`src/rtl/rf_multi_writeback_pkg.sv`:
```
// Shared types and constants for the register-file multi-writeback initiator.
package rf_multi_writeback_pkg;

   typedef enum logic {IDLE, WRITE} state_t;

   localparam int         DW     = 32;
   localparam int         NREG   = 16;
   localparam int         IDX_W  = 4;
   localparam logic [3:0] REG_PC = 4'd15;

   // Number of set bits in a register list; 5 bits so a full list reads as 16.
   function automatic logic [4:0] popcount(input logic [15:0] v);
      logic [4:0] n;
      n = '0;
      for (int i = 0; i < 16; i++) begin
         n = n + {4'd0, v[i]};
      end
      return n;
   endfunction

endpackage

```
`src/rtl/rf_multi_writeback_lowest_set_bit.sv`:
```
// Combinational 16-to-4 priority encoder: index of the lowest set bit plus a found flag.
module lowest_set_bit
   import rf_multi_writeback_pkg::*;
(
   input  logic [NREG-1:0]  vec,
   output logic [IDX_W-1:0] idx,
   output logic             found
);

   always_comb begin
      idx   = '0;
      found = |vec;
      // Scan downward so the lowest set bit is the last one assigned.
      for (int i = NREG - 1; i >= 0; i--) begin
         if (vec[i]) begin
            idx = IDX_W'(i);
         end
      end
   end

endmodule

```
`src/rtl/rf_multi_writeback.sv`:
```
// Writeback-stage initiator: turns a register list plus a data stream into one
// register-file write per accepted word, in ascending register order.
module rf_multi_writeback #(
   parameter int DW   = 32,
   parameter int NREG = 16
) (
   input  logic            CLK,
   input  logic            RST,
   input  logic            START,
   input  logic [NREG-1:0] REGLIST,
   input  logic [DW-1:0]   DIN,
   input  logic            DIN_VALID,
   output logic            DIN_READY,
   output logic [3:0]      C,
   output logic [DW-1:0]   PW,
   output logic            RFLd,
   output logic            PCLd,
   output logic            BUSY,
   output logic            DONE,
   output logic [4:0]      REMAIN
);
   import rf_multi_writeback_pkg::*;

   state_t          state_q, state_d;
   logic [NREG-1:0] pend_q, pend_d;
   logic [3:0]      c_q, c_d;
   logic [DW-1:0]   pw_q, pw_d;
   logic            rfld_q, rfld_d;
   logic            pcld_q, pcld_d;
   logic            done_q, done_d;
   logic [4:0]      remain_q, remain_d;

   logic [3:0]      target;
   logic            found;
   logic            hs;

   lowest_set_bit u_lsb (
      .vec   (pend_q),
      .idx   (target),
      .found (found)
   );

   assign DIN_READY = (state_q == WRITE);
   assign hs        = DIN_VALID & DIN_READY & found;

   always_comb begin
      state_d  = state_q;
      pend_d   = pend_q;
      c_d      = c_q;
      pw_d     = pw_q;
      rfld_d   = 1'b0;
      pcld_d   = 1'b0;
      done_d   = 1'b0;
      remain_d = remain_q;
      unique case (state_q)
         IDLE: begin
            if (START) begin
               if (REGLIST != '0) begin
                  pend_d   = REGLIST;
                  remain_d = popcount(REGLIST);
                  state_d  = WRITE;
               end else begin
                  done_d = 1'b1;
               end
            end
         end
         WRITE: begin
            if (hs) begin
               c_d            = target;
               pw_d           = DIN;
               rfld_d         = 1'b1;
               pcld_d         = (target == REG_PC);
               pend_d[target] = 1'b0;
               remain_d       = remain_q - 5'd1;
               // Last pending register: finish on the same edge as its write.
               if (remain_q == 5'd1) begin
                  done_d  = 1'b1;
                  state_d = IDLE;
               end
            end
         end
         default: state_d = IDLE;
      endcase
   end

   always_ff @(posedge CLK) begin
      if (RST) begin
         state_q  <= IDLE;
         pend_q   <= '0;
         c_q      <= '0;
         pw_q     <= '0;
         rfld_q   <= 1'b0;
         pcld_q   <= 1'b0;
         done_q   <= 1'b0;
         remain_q <= '0;
      end else begin
         state_q  <= state_d;
         pend_q   <= pend_d;
         c_q      <= c_d;
         pw_q     <= pw_d;
         rfld_q   <= rfld_d;
         pcld_q   <= pcld_d;
         done_q   <= done_d;
         remain_q <= remain_d;
      end
   end

   assign C      = c_q;
   assign PW     = pw_q;
   assign RFLd   = rfld_q;
   assign PCLd   = pcld_q;
   assign DONE   = done_q;
   assign REMAIN = remain_q;
   assign BUSY   = (state_q == WRITE);

endmodule

```
`config.mk`:
```
export PLATFORM = sky130hd
export DESIGN_NAME = rf_multi_writeback
export DESIGN_NICKNAME = d
export VERILOG_FILES = /design/src/rtl/rf_multi_writeback_pkg.sv /design/src/rtl/rf_multi_writeback_lowest_set_bit.sv /design/src/rtl/rf_multi_writeback.sv
export SDC_FILE = /design/constraint.sdc
export NUM_CORES = 1
export LEC_CHECK = 0
export ABC_AREA = 1
export CORE_MARGIN = 4
export CORE_UTILIZATION = 30
export CTS_BUF_LIST = sky130_fd_sc_hd__clkbuf_8 sky130_fd_sc_hd__clkbuf_16
export DETAILED_ROUTE_END_ITERATION = 10
export SETUP_SLACK_MARGIN = 0.4
export SYNTH_ARGS = -nofsm -noshare
export SYNTH_HDL_FRONTEND = slang
export SYNTH_HIERARCHICAL = 1
export SYNTH_SLANG_ARGS = --single-unit
```
`constraint.sdc`:
```
create_clock -name CLK -period 3.56 [get_ports CLK]
set_input_delay 0.534 -clock CLK [delete_from_list [all_inputs] [get_ports CLK]]
set_output_delay 0.534 -clock CLK [all_outputs]
set_load 0.01 [all_outputs]
```
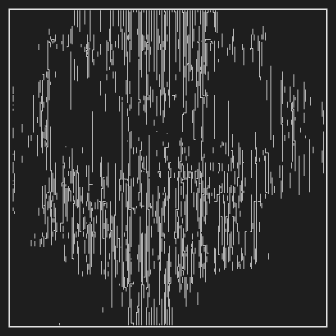
*M2 wires, run 1*
share of all routed wire: 50%
nets with wire on the layer: 521
wire length on this layer: 4840 um
main direction: vertical
longest straight run: 35.4 um
final wirelength: 9760 um
grt met2 use: 0.256

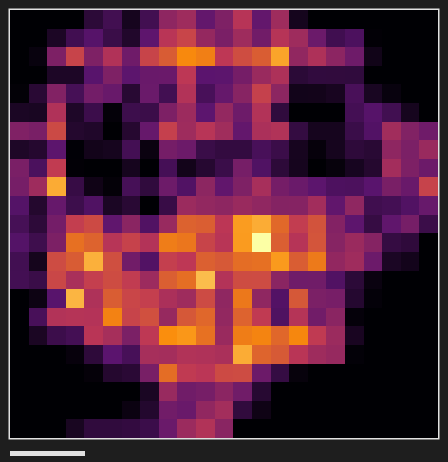
*Wire density map, run 1*
Bar = 20 um. 23 x 23 tiles, from black (low) to pale yellow (high), scaled to the fullest tile. Values are wire area over tile area, all layers added.
emptiest ninth of the die: bottom right
densest ninth of the die: middle
fullest tile: 0.46
tiles over half the peak: 16%
nearly empty tiles: 25%
wire per inst: 13.0 um
GRT Util Overall: 0.155

==> flow_metrics.env, run 1 <==
# source this file to load flow results
export IMPL_status="complete, but fails checks"
export IMPL_violations="setup timing"
export IMPL_dr_pass1_iters=6
export IMPL_ioPinCount=98
export IMPL_synth_seq_share=0.366
export IMPL_ys_warn_count=6
export IMPL_cts_made_buffers=9
export IMPL_path_clk_slew_ns=0.08
export IMPL_final_hold_violation_count=0
export IMPL_synthArstFlopShare=0
export IMPL_dpl_hpwl_um=7050
export IMPL_path_buffers=5
export IMPL_rsz0062_at_grt="yes"
export IMPL_warnings=31
export IMPL_crit_family="adder cells"
export IMPL_topCombFamilyByArea="simple AND/OR/NAND/NOR gates"
export IMPL_min_period_ns=3.58
export IMPL_layout_nets=676
export IMPL_arrival_ns=3.82
export IMPL_ys_cells=501
export IMPL_grt_pass1_vias=3293
export IMPL_ys_chip_area_um2=3330
export IMPL_final_common_cell="nand2_1"
export IMPL_ys_sh_aoi=0.106
export IMPL_grt_pass1_wl_um=16000
export IMPL_p_int_mw=1.44
export IMPL_fa_ha_area_frac=0.0901
export IMPL_maxCapViolations=0
export IMPL_via_per_inst=4.53
export IMPL_synth_mux_area_fraction=0
export IMPL_antenna_cells=0
export IMPL_finalSetupTns_ns=-0.0250
export IMPL_die_size_y_um=113
export IMPL_xor_area_frac=0
export IMPL_grt_start_max_net_pins=43
export IMPL_lay_top_cells="146 x nand2_1, 88 x clkdlybuf4s50_1, 78 x nor2_1"
export IMPL_relSlewSlack=0.461
export IMPL_setup_viol=1
export IMPL_drc=0
export IMPL_worst_pin_slew_ns=0.808
export IMPL_place_congestion=0.874
export IMPL_synth_nets=571
export IMPL_path_class="in -> reg"
export IMPL_crit_chain="buf_6, inv_4, fa_1, fa_2, fa_2, fa_2, inv_2, ha_4, inv_2, fa_2, or2_4, nand3_2, nand2_1, inv_1, nand2_1, nand2_1, nor2_1"
export IMPL_overflow=0
export IMPL_worst_setup_path_start_kind="input pin"
export IMPL_cts_sinks=61
export IMPL_r2r_slack_ns=1.20
export IMPL_chipArea_um2=12900
export IMPL_clock_root_buffer="clkbuf_8"
export IMPL_grt_antenna_before_repair=0
export IMPL_ys_sh_simple=0.329
export IMPL_io_buffers=97
export IMPL_slowest_stage="fa_1"
export IMPL_pre_cts_ws_ns=-0.937
export IMPL_cts_tree="done"
export IMPL_finalMaxSlewViolations=0
export IMPL_pwr_share_clk=0.261
export IMPL_ys_ff=61
export IMPL_path_common_cell="fa_2"
export IMPL_p_seq_frac=0.353
export IMPL_syn_area_um2=3330
export IMPL_crit_path_end_kind="flop"
export IMPL_critPathMaxStageDelay_ns=0.57
export IMPL_period_used=1.01
export IMPL_die_w_um=113
export IMPL_skew_ns=0.0163
export IMPL_fmaxAchievable_ghz=0.279
export IMPL_drtIter0Drc=170
export IMPL_design_core_area_um2=10800
export IMPL_pwr_share_comb=0.386
export IMPL_vias=3394
export IMPL_rows=38
export IMPL_htreeDepth=3
export IMPL_p_switching_uw=791
export IMPL_syn_inst=501
export IMPL_ant_nets=0
export IMPL_peakVddDrop_v=0.000232
export IMPL_crit_fanout=2
export IMPL_nFillCells=1132
export IMPL_cts_buffer_depth=2
export IMPL_p_per_area_nw_per_um2=465
export IMPL_fp_util=0.307
export IMPL_min_path_type="reg -> reg"
export IMPL_synth_edff_count=0
export IMPL_insertion_delay_ns=0.33
export IMPL_total_leakage_power_nw=2.04
export IMPL_layout_setup_ws_ns=-0.0250
export IMPL_drive_gt1_frac=0.149
export IMPL_swShare=0.355
export IMPL_syn_to_final_growth_pct=43.8
export IMPL_ys_types=27
export IMPL_avgSynthCellArea_um2=6.65
export IMPL_worstPathRequired_ns=3.79
export IMPL_ys_flop_type="dfxtp_1"
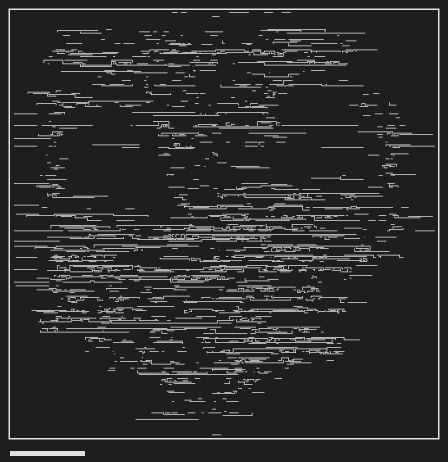
*Metal 1, run 1*
Bar = 20 um.
main direction: horizontal
longest straight run: 45.1 um
share of all routed wire: 46%

==> run 1: power by group through the flow <==
| stage | clock network, mW | logic [mW] | registers (mW) |
|---|---|---|---|
| 4_1_cts | 0.610 | 0.780 | 0.785 |
| 3_3_place_gp | 0 | 0.741 | 0.798 |
| 6_report | 0.581 | 0.859 | 0.785 |
| 2_1_floorplan | 0 | 0.494 | 0.802 |
| 3_5_place_dp | 0 | 0.760 | 0.800 |
| 5_1_grt | 0.638 | 0.973 | 0.794 |
==> run 1: state kept, by name (all words and copies together), names as in the netlist <==
name,cells
PW,32
pend_q,16
REMAIN,5
C,4
BUSY,1
DONE,1
PCLd,1
RFLd,1
==> run 1: synthesized netlist by cell type (all sizes together) (2+ instances only) <==
master  count  area share
nand2     152        0.18
o21ai      11       0.017
nand4       3      0.0056
nand3      25       0.039
a31oi      12       0.023
or2         2      0.0038
fa         10       0.060
buf        15       0.028
nor2       82       0.096
ha          8       0.030
inv        64       0.072
a21oi      43       0.067
dfxtp      61        0.37
clkbuf      8      0.0090
nor3        4      0.0060
==> run 1: metrics by stage <==
step | cells | power, mW | util | area, um2 | hold WS (ns)
2_1_floorplan | 501 | 1.30 | - | 3350 | 0.479
3_3_place_gp | 728 | 1.54 | 0.413 | 4470 | 0.451
3_5_place_dp | 728 | 1.56 | 0.413 | 4470 | 0.457
4_1_cts | 747 | 2.18 | 0.431 | 4680 | 0.466
5_1_grt | 750 | 2.40 | 0.442 | 4790 | 0.485
6_report | 750 | 2.23 | 0.442 | 4790 | 0.464
==> run 1: routing by layer <==
metal / up-vias / track usage / part of all wire
li1: 1756 / - / -
met1: 1564 / 0.200 / 0.46
met2: 66 / 0.256 / 0.50
met3: 8 / 0.0313 / 0.030
met4: 0 / 0.0601 / 0.015
met5: - / 0 / 0
==> run 1: repair_timing <==
action	CTS	global route
pin swaps	13	17
endpoints found under the setup margin	5	5
gates resized	51	26
hold buffers	0	0
buffers inserted	4	3
==> run 1: worst reg2reg max path, cell delays in order (launching register included) <==
cell,delay (ns)
dfxtp_1,0.33
or2_1,0.27
nor4_1,0.38
nand2_1,0.17
nand3_2,0.12
buf_4,0.41
nand2_4,0.29
nand2_1,0.16
nand2_1,0.06
nor2_1,0.10
==> run 1: kinds of logic after synthesis <==
kind of cell	after synthesis
adders and majority gates	18
and+or+nand+nor	269
buffers and inverters	87
AOI/OAI and AO/OA	66
DFF	61
==> run 1: final timing paths <==
kind,start,end,cells past startpoint
max,REGLIST[7],REMAIN[2],17
min,PW[10],PW[10],2
max reg2reg,pend_q[14],pend_q[11],9
min reg2reg,PW[10],PW[10],2
==> run 1: cell type report <==
| cell class | instances | area [um2] | share of cell area |
|---|---|---|---|
| clock inverter | 3 | 20.0 | 0.00418 |
| inverter | 64 | 258 | 0.0538 |
| tap | 140 | 175 | 0.0366 |
| sequential | 61 | 1220 | 0.255 |
| multi-input combinational | 353 | 1820 | 0.379 |
| clock buffer | 12 | 165 | 0.0345 |
| timing repair buffer | 117 | 1140 | 0.237 |
==> run 2: changes to the inputs <==
--- a/config.mk
+++ b/config.mk
@@ -6,7 +6,8 @@
 export NUM_CORES = 1
 export LEC_CHECK = 0
 export ABC_AREA = 1
-export CORE_MARGIN = 4
+export CORE_ASPECT_RATIO = 0.7
+export CORE_MARGIN = 2
 export CORE_UTILIZATION = 30
 export CTS_BUF_LIST = sky130_fd_sc_hd__clkbuf_8 sky130_fd_sc_hd__clkbuf_16
 export DETAILED_ROUTE_END_ITERATION = 10
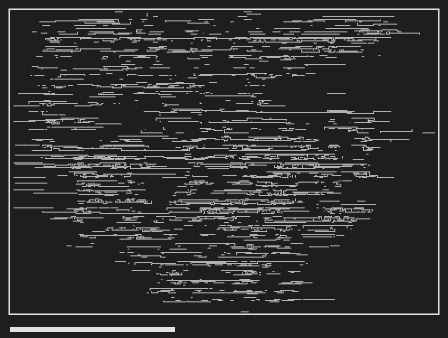
*Metal 1, run 2*
Bar = 50 um.
main direction: horizontal
share of all routed wire: 47%
wire length on this layer: 4700 um
longest straight run: 30.4 um
DR vias: 3540
final wirelength: 10000 um
grt met1 use: 0.242

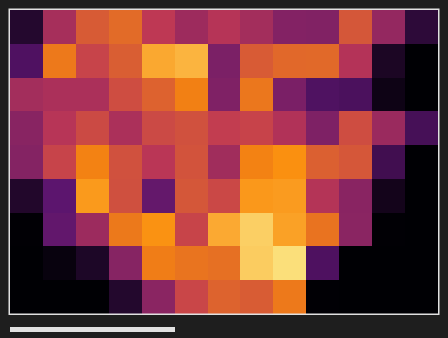
*Placement density heat map, run 2*
Bar = 50 um. 13 x 9 tiles, from black (low) to pale yellow (high), 0 to 100% covered.
tiles over 75% full: 10%
emptiest ninth of the die: bottom right
mean over tiles: 42%
nearly empty tiles: 15%
fullest tile: 93%
densest ninth of the die: bottom middle

==> run 2 against run 1 <==
Against the previous run: the flow still finishes with violations (setup timing); utilization is 3.4 points higher; clock-buffer cell count is 3 lower; final cell count is 5.1% higher; first-iteration DRC count is 44% higher; maximum frequency is 0.23% higher; largest power group is now clock.
==> flow_metrics.env, run 2 <==
# source this file to load flow results
export IMPL_status="complete, but fails checks"
export IMPL_violations="setup timing"
export IMPL_final_core_util=0.476
export IMPL_die_size_y_um=92.2
export IMPL_final_hold_violation_count=0
export IMPL_largest_area_cell="dfxtp_1"
export IMPL_fp_util=0.305
export IMPL_skew_ns=0.00347
export IMPL_min_period_ns=3.58
export IMPL_common_cells="149 x nand2_1, 79 x nor2_1, 61 x dfxtp_1"
export IMPL_grt_antenna_before_repair=0
export IMPL_overflow=0
export IMPL_hold_worst_slack_ns=0.464
export IMPL_cts_made_buffers=9
export IMPL_ys_cells=501
export IMPL_p_per_area_nw_per_um2=507
export IMPL_rsz0062_at_grt="yes"
export IMPL_crit_chain="buf_8, inv_12, fa_1, fa_1, fa_2, fa_1, inv_2, ha_4, inv_2, fa_2, or2_4, nand3_2, nand2_1, inv_1, nand2_1, nand2_1, nor2_1"
export IMPL_arrival_ns=3.81
export IMPL_synth_nets=571
export IMPL_final_area_um2=5200
export IMPL_lay_top_cells="147 x nand2_1, 88 x clkdlybuf4s50_1, 78 x nor2_1"
export IMPL_routedWlPerCell_um=12.7
export IMPL_antenna_cells=0
export IMPL_rows=32
export IMPL_dr_pass1_iters=5
export IMPL_synth_seq_share=0.366
export IMPL_min_path_type="reg -> reg"
export IMPL_total_leakage_power_nw=2.24
export IMPL_ys_chip_area_um2=3330
export IMPL_drtIter0Drc=244
export IMPL_io_buffers=97
export IMPL_layoutNonFillerInstCount=788
export IMPL_slowest_stage="fa_2"
export IMPL_cts_tree="done"
export IMPL_via_per_inst=4.49
export IMPL_yosysTopAreaCellShare=0.366
export IMPL_ys_flop_type="dfxtp_1"
export IMPL_nFillCells=1023
export IMPL_comb_area_um2=1810
export IMPL_crit_fanout=2
export IMPL_chipArea_um2=12000
export IMPL_maxCapViolations=0
export IMPL_path_class="in -> reg"
export IMPL_layout_nets=700
export IMPL_period_used=1.00
export IMPL_grt_pass1_vias=3344
export IMPL_relSlewSlack=0.445
export IMPL_layout_setup_ws_ns=-0.0167
export IMPL_setup_viol=1
export IMPL_syn_area_um2=3330
export IMPL_fmaxAchievable_ghz=0.280
export IMPL_critPathMaxStageDelay_ns=0.57
export IMPL_ant_nets=0
export IMPL_final_common_cell="nand2_1"
export IMPL_avgSynthCellArea_um2=6.65
export IMPL_grt_pass1_wl_um=16500
export IMPL_htreeDepth=3
export IMPL_syn_inst=501
export IMPL_placed_cell_area_um2=4510
export IMPL_top_cells_by_area="dfxtp_1 37%, nand2_1 17%, nor2_1 8.9%"
export IMPL_ctsHoldBuffers=0
export IMPL_path_clk_slew_ns=0.06
export IMPL_peakVddDrop_v=0.000286
export IMPL_syn_to_final_growth_pct=56.0
export IMPL_ys_ff=61
export IMPL_synthArstFlopShare=0
export IMPL_dpl_hpwl_um=7060
export IMPL_ff_latch_area_um2=1220
export IMPL_placed_cells=744
export IMPL_cts_sinks=61
export IMPL_clock_root_buffer="clkbuf_16"
export IMPL_design_core_area_um2=10900
export IMPL_worst_pin_slew_ns=0.831
export IMPL_synth_most_common_cell="nand2_1"
export IMPL_grtUsageTotal=0.177
export IMPL_ys_types=27
export IMPL_cts_buffer_depth=2
export IMPL_insertion_delay_ns=0.33
export IMPL_finalSetupTns_ns=-0.0167
export IMPL_drive_gt1_frac=0.173
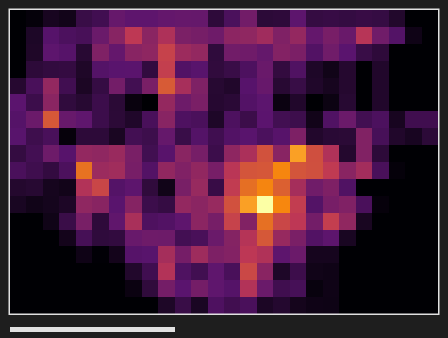
*Wire density map, run 2*
Bar = 50 um. 26 x 18 tiles, from black (low) to pale yellow (high), scaled to the fullest tile. Values are wire area over tile area, all layers added.
nearly empty tiles: 23%
tiles over half the peak: 6.6%
densest ninth of the die: middle
mean over tiles: 0.13

## run 2: path summary, 6_finish.rpt
| kind | from | end | cells past startpoint |
|---|---|---|---|
| setup / recovery | REGLIST[15] | REMAIN[2] | 17 |
| hold / removal | PW[0] | PW[0] | 2 |
| setup reg to reg | pend_q[14] | REMAIN[3] | 8 |
| hold reg to reg | PW[0] | PW[0] | 2 |
## run 2: cell type report
cell class / count / area share
Multi-Input combinational cell: 353 / 0.348
Clock buffer: 9 / 0.0433
Tap cell: 153 / 0.0368
Inverter: 64 / 0.0500
Timing Repair Buffer: 141 / 0.268
Clock inverter: 7 / 0.0190
Sequential cell: 61 / 0.235
## run 2: cell families after synthesis
family / share of synthesized area
flip-flops: 0.366
buffers and inverters: 0.109
AND/OR/NAND/NOR: 0.329
AND-OR/OR-AND: 0.106
adder cells (fa/ha/maj): 0.0901
## run 2: power breakdown
part           switching [mW]  leakage (nW)  internal, mW
Sequential             0.0500         0.500         0.737
Combinational           0.471          1.59         0.424
Clock                   0.339         0.144         0.614
## run 2: metal layers
metal	track usage	up-vias	wire, um	part of all wire
met3	0.0519	14	497	0.050
li1	-	1814	-	-
met2	0.260	89	4620	0.46
met5	0	-	0	0
met4	0.0690	0	187	0.019
met1	0.242	1623	4700	0.47
## run 2: worst max-delay path: cells and delay by family
kind	cells	cell delay [ns]
adder cells (fa/ha/maj)	6	2.47
buffers and inverters	5	0.28
AND/OR/NAND/NOR	6	0.52
## run 2: repair_timing
action | in CTS | in global routing
buffers inserted | 26 | 2
resized | 61 | 35
setup endpoints to repair | 5 | 6
pin swaps | 14 | 17
==> run 3: changes to the inputs <==
--- a/config.mk
+++ b/config.mk
@@ -8,9 +8,11 @@
 export ABC_AREA = 1
 export CORE_ASPECT_RATIO = 0.7
 export CORE_MARGIN = 2
-export CORE_UTILIZATION = 30
+export CORE_UTILIZATION = 48
 export CTS_BUF_LIST = sky130_fd_sc_hd__clkbuf_8 sky130_fd_sc_hd__clkbuf_16
+export CTS_CLUSTER_SIZE = 24
 export DETAILED_ROUTE_END_ITERATION = 10
+export PLACE_DENSITY = 0.81
 export SETUP_SLACK_MARGIN = 0.4
 export SYNTH_ARGS = -nofsm -noshare
 export SYNTH_HDL_FRONTEND = slang
==> constraint.sdc (replaced) <==
create_clock -name CLK -period 4 [get_ports CLK]
set_input_delay 0.6 -clock CLK [delete_from_list [all_inputs] [get_ports CLK]]
set_output_delay 0.6 -clock CLK [all_outputs]
set_load 0.01 [all_outputs]
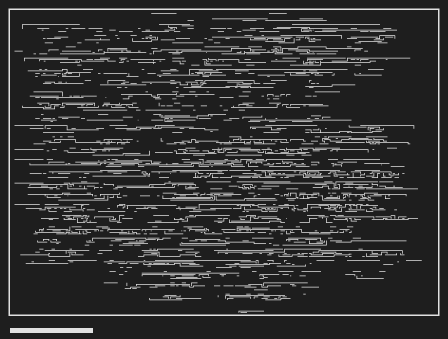
*Metal 1, run 3*
Bar = 20 um.
final wirelength: 9610 um
grt met1 use: 0.320
DR vias: 3562

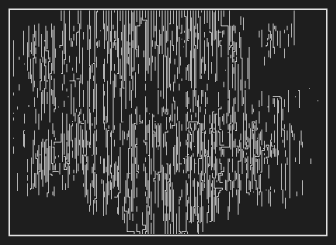
*M2 wires, run 3*
nets with wire on the layer: 546
share of all routed wire: 49%
wire length on this layer: 4670 um
longest straight run: 32.2 um
main direction: vertical

==> run 3 against run 2 <==
Against the previous run: the flow now finishes without violations; critical path type unchanged; worst setup slack improved by 0.33 ns; sequential share of layout area is 2.6 points higher; via count increased by 0.62%; register-to-register slack gained 0.21 ns; clock power decreased by 41%; wire length shrank 4.0%; utilization rose by 22 points; clock-buffer cell count is 2 higher; final cell count is 11% lower; largest cell class unchanged; highest routed layer unchanged.
==> flow_metrics.env, run 3 <==
# source this file to load flow results
export IMPL_min_period_ns=3.69
export IMPL_cts_made_buffers=9
export IMPL_relSlewSlack=0.432
export IMPL_met2_length_um=4670
export IMPL_synth_seq_share=0.366
export IMPL_overflow=0
export IMPL_p_per_area_nw_per_um2=419
export IMPL_synth_edff_count=0
export IMPL_cts_buffer_depth=2
export IMPL_fmaxAchievable_ghz=0.271
export IMPL_io_buffers=97
export IMPL_synthArstFlopShare=0
export IMPL_antenna_cells=0
export IMPL_path_class="in -> reg"
export IMPL_ys_warn_count=6
export IMPL_crit_path_end_kind="flop"
export IMPL_path_common_cell="fa_1"
export IMPL_die_size_y_um=73.7
export IMPL_ant_nets=0
export IMPL_worst_setup_path_start_kind="input pin"
export IMPL_path_buffers=5
export IMPL_min_path_type="reg -> reg"
export IMPL_ys_ff=61
export IMPL_ys_chip_area_um2=3330
export IMPL_lay_top_cells="149 x nand2_1, 88 x clkdlybuf4s50_1, 79 x nor2_1"
export IMPL_wl_met1_um=4120
export IMPL_ys_sh_simple=0.329
export IMPL_maxCapViolations=0
export IMPL_dpl_hpwl_um=6840
export IMPL_routedWlPerCell_um=13.7
export IMPL_top_cells_by_area="dfxtp_1 37%, nand2_1 17%, nor2_1 8.9%"
export IMPL_r2r_slack_ns=1.34
export IMPL_pre_cts_ws_ns=-0.616
export IMPL_ys_types=27
export IMPL_period_used=0.921
export IMPL_die_w_um=104
export IMPL_synth_most_common_cell="nand2_1"
export IMPL_drive_gt1_frac=0.122
export IMPL_nFillCells=574
export IMPL_rows=25
export IMPL_syn_to_final_growth_pct=40.3
export IMPL_crit_fanout=2
export IMPL_largest_area_cell="dfxtp_1"
export IMPL_insertion_delay_ns=0.35
export IMPL_final_area_um2=4680
export IMPL_via_per_inst=5.07
export IMPL_met3WireLength_um=710
export IMPL_common_cells="149 x nand2_1, 79 x nor2_1, 61 x dfxtp_1"
export IMPL_grtUsageTotal=0.250
export IMPL_xor_area_frac=0
export IMPL_final_hold_violation_count=0
export IMPL_worst_pin_slew_ns=0.850
export IMPL_cts_tree="done"
export IMPL_grt_pass1_vias=3252
export IMPL_rsz0062_at_grt="yes"
export IMPL_slowest_stage="fa_1"
export IMPL_fp_util=0.496
export IMPL_worstPathRequired_ns=4.25
export IMPL_warnings=31
export IMPL_clock_root_buffer="clkbuf_8"
export IMPL_synth_nets=571
export IMPL_htreeDepth=3
export IMPL_fa_ha_area_frac=0.0901
export IMPL_grt_start_max_net_pins=43
export IMPL_yosysTopAreaCellShare=0.366
export IMPL_ioPinCount=98
export IMPL_drc=0
export IMPL_setup_viol=0
export IMPL_syn_inst=501
export IMPL_ys_sh_aoi=0.106
export IMPL_layout_nets=675
export IMPL_power_mw=1.96
export IMPL_crit_family="adder cells"
export IMPL_skew_ns=0.00776
export IMPL_ys_flop_type="dfxtp_1"
export IMPL_finalMaxSlewViolations=0
export IMPL_dr_max_layer_used="met4"
export IMPL_final_common_cell="nand2_1"
export IMPL_design_core_area_um2=6730
export IMPL_synth_mux_area_fraction=0
export IMPL_cts_sinks=61
export IMPL_place_congestion=0.905
export IMPL_total_leakage_power_nw=2.05
export IMPL_peakVddDrop_v=0.000241
export IMPL_dr_pass1_iters=5
export IMPL_grt_antenna_before_repair=0
export IMPL_status="finished clean"
export IMPL_ys_cells=501
export IMPL_drtIter0Drc=265
export IMPL_topCombFamilyByArea="simple AND/OR/NAND/NOR gates"
export IMPL_chipArea_um2=7640
export IMPL_path_clk_slew_ns=0.07
export IMPL_grt_pass1_wl_um=15200
export IMPL_finalSetupTns_ns=0
export IMPL_crit_chain="buf_8, inv_4, fa_1, fa_1, fa_1, fa_1, inv_1, ha_2, inv_2, fa_2, or2_4, nand3_2, nand2_1, inv_1, nand2_1, nand2_1, nor2_1"
export IMPL_avgSynthCellArea_um2=6.65
export IMPL_layout_setup_ws_ns=0.315
export IMPL_critPathMaxStageDelay_ns=0.57
export IMPL_placed_cell_area_um2=4410
export IMPL_largest_register_ffs=32
export IMPL_arrival_ns=3.93
export IMPL_syn_area_um2=3330
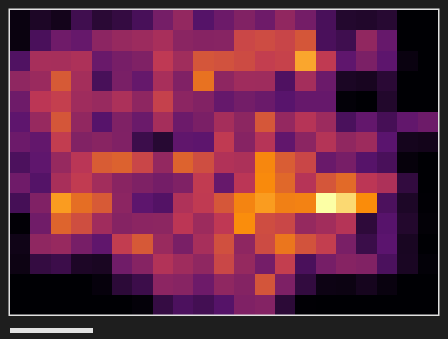
*Wire density map, run 3*
Bar = 20 um. 21 x 15 tiles, from black (low) to pale yellow (high), scaled to the fullest tile. Values are wire area over tile area, all layers added.
nearly empty tiles: 13%
densest ninth of the die: middle
fullest tile: 0.64

## run 3: power breakdown
part	switching (mW)	internal [mW]	total (mW)
logic	0.386	0.308	0.694
clock network	0.249	0.316	0.565
registers	0.0437	0.655	0.699
## run 3: layout make-up
type                    count  area, um2  area share
repair buffers            116       1120       0.239
well taps                  94        118      0.0251
clock inverters             4       47.5      0.0102
flip-flops and latches     61       1220       0.261
inverters                  64        260      0.0556
clock buffers              11        151      0.0324
multi-input cells         353       1760       0.377
## run 3: metal layers
metal | vias up | global-route usage
met5 | - | 0
met4 | 0 | 0.0646
met3 | 15 | 0.0683
met2 | 123 | 0.425
met1 | 1670 | 0.320
li1 | 1754 | -
## run 3: stage by stage
step | utilization | hold slack (ns) | instances
finish | 0.695 | 0.463 | 703
CTS | 0.691 | 0.467 | 701
global route | 0.695 | 0.485 | 703
floorplan | - | 0.479 | 501
detailed placement | 0.656 | 0.456 | 681
global placement | 0.656 | 0.451 | 681
## run 3: kinds of logic (layout without fill, tap and decap cells)
logic type / Yosys count / in the layout
AND/OR/NAND/NOR: 269 / 269
buffers and inverters: 87 / 195
AND-OR/OR-AND: 66 / 66
flip-flops: 61 / 61
adder cells (fa/ha/maj): 18 / 18
## run 3: path summary, 6_finish.rpt
path | from | to | cells after the start
worst max-delay path | REGLIST[13] | REMAIN[2] | 17
worst min-delay path | PW[8] | PW[8] | 2
worst max register to register | pend_q[14] | REMAIN[3] | 9
worst min register to register | PW[8] | PW[8] | 2
## run 3: worst register-to-register path, cell delays in order (launching register included)
cell and delay, ns:
dfxtp_1 0.33, or2_1 0.26, nor4_1 0.34, nand2_1 0.17, nand3_2 0.10, buf_4 0.41, inv_2 0.41, a21oi_2 0.38
nor2_1 0.11, nor2_1 0.09
## run 3: timing repair
| item | 4_1_cts | 5_1_grt |
|---|---|---|
| buffers inserted | 5 | 2 |
| setup endpoints to repair | 5 | 3 |
| hold buffers | 0 | 0 |
| gates resized | 53 | 4 |
| pin swaps | 12 | 8 |

==> screenshots <==
Congestion heat map.
shot_01.png
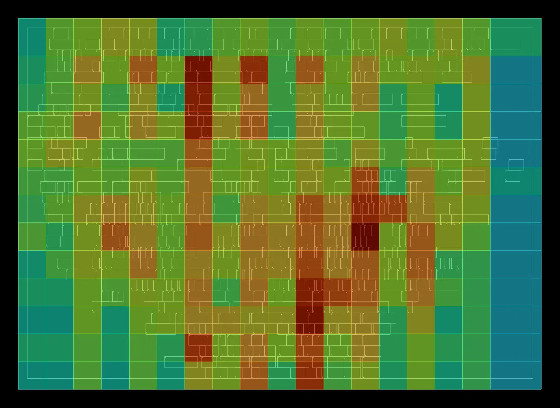
shot_02.png
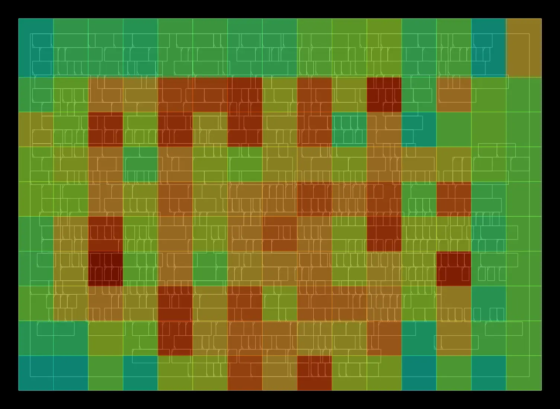
shot_03.png
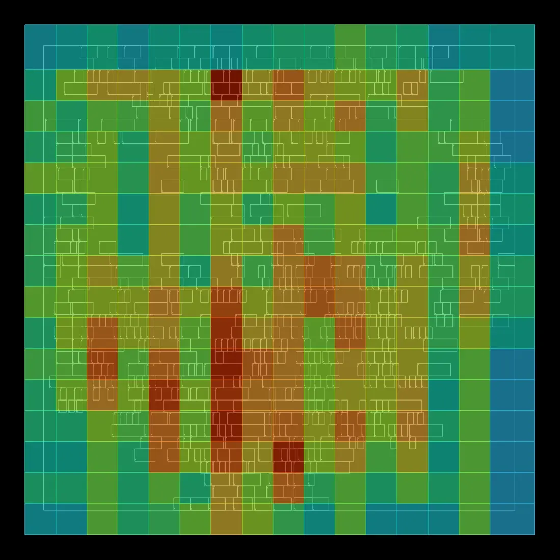
- highest track usage: shot_02.png
- highest utilization: shot_02.png
shot_01.png is run 2.
shot_02.png is run 3.
shot_03.png is run 1.

Power figures rest on the tool's default switching activity, not on a simulated workload.
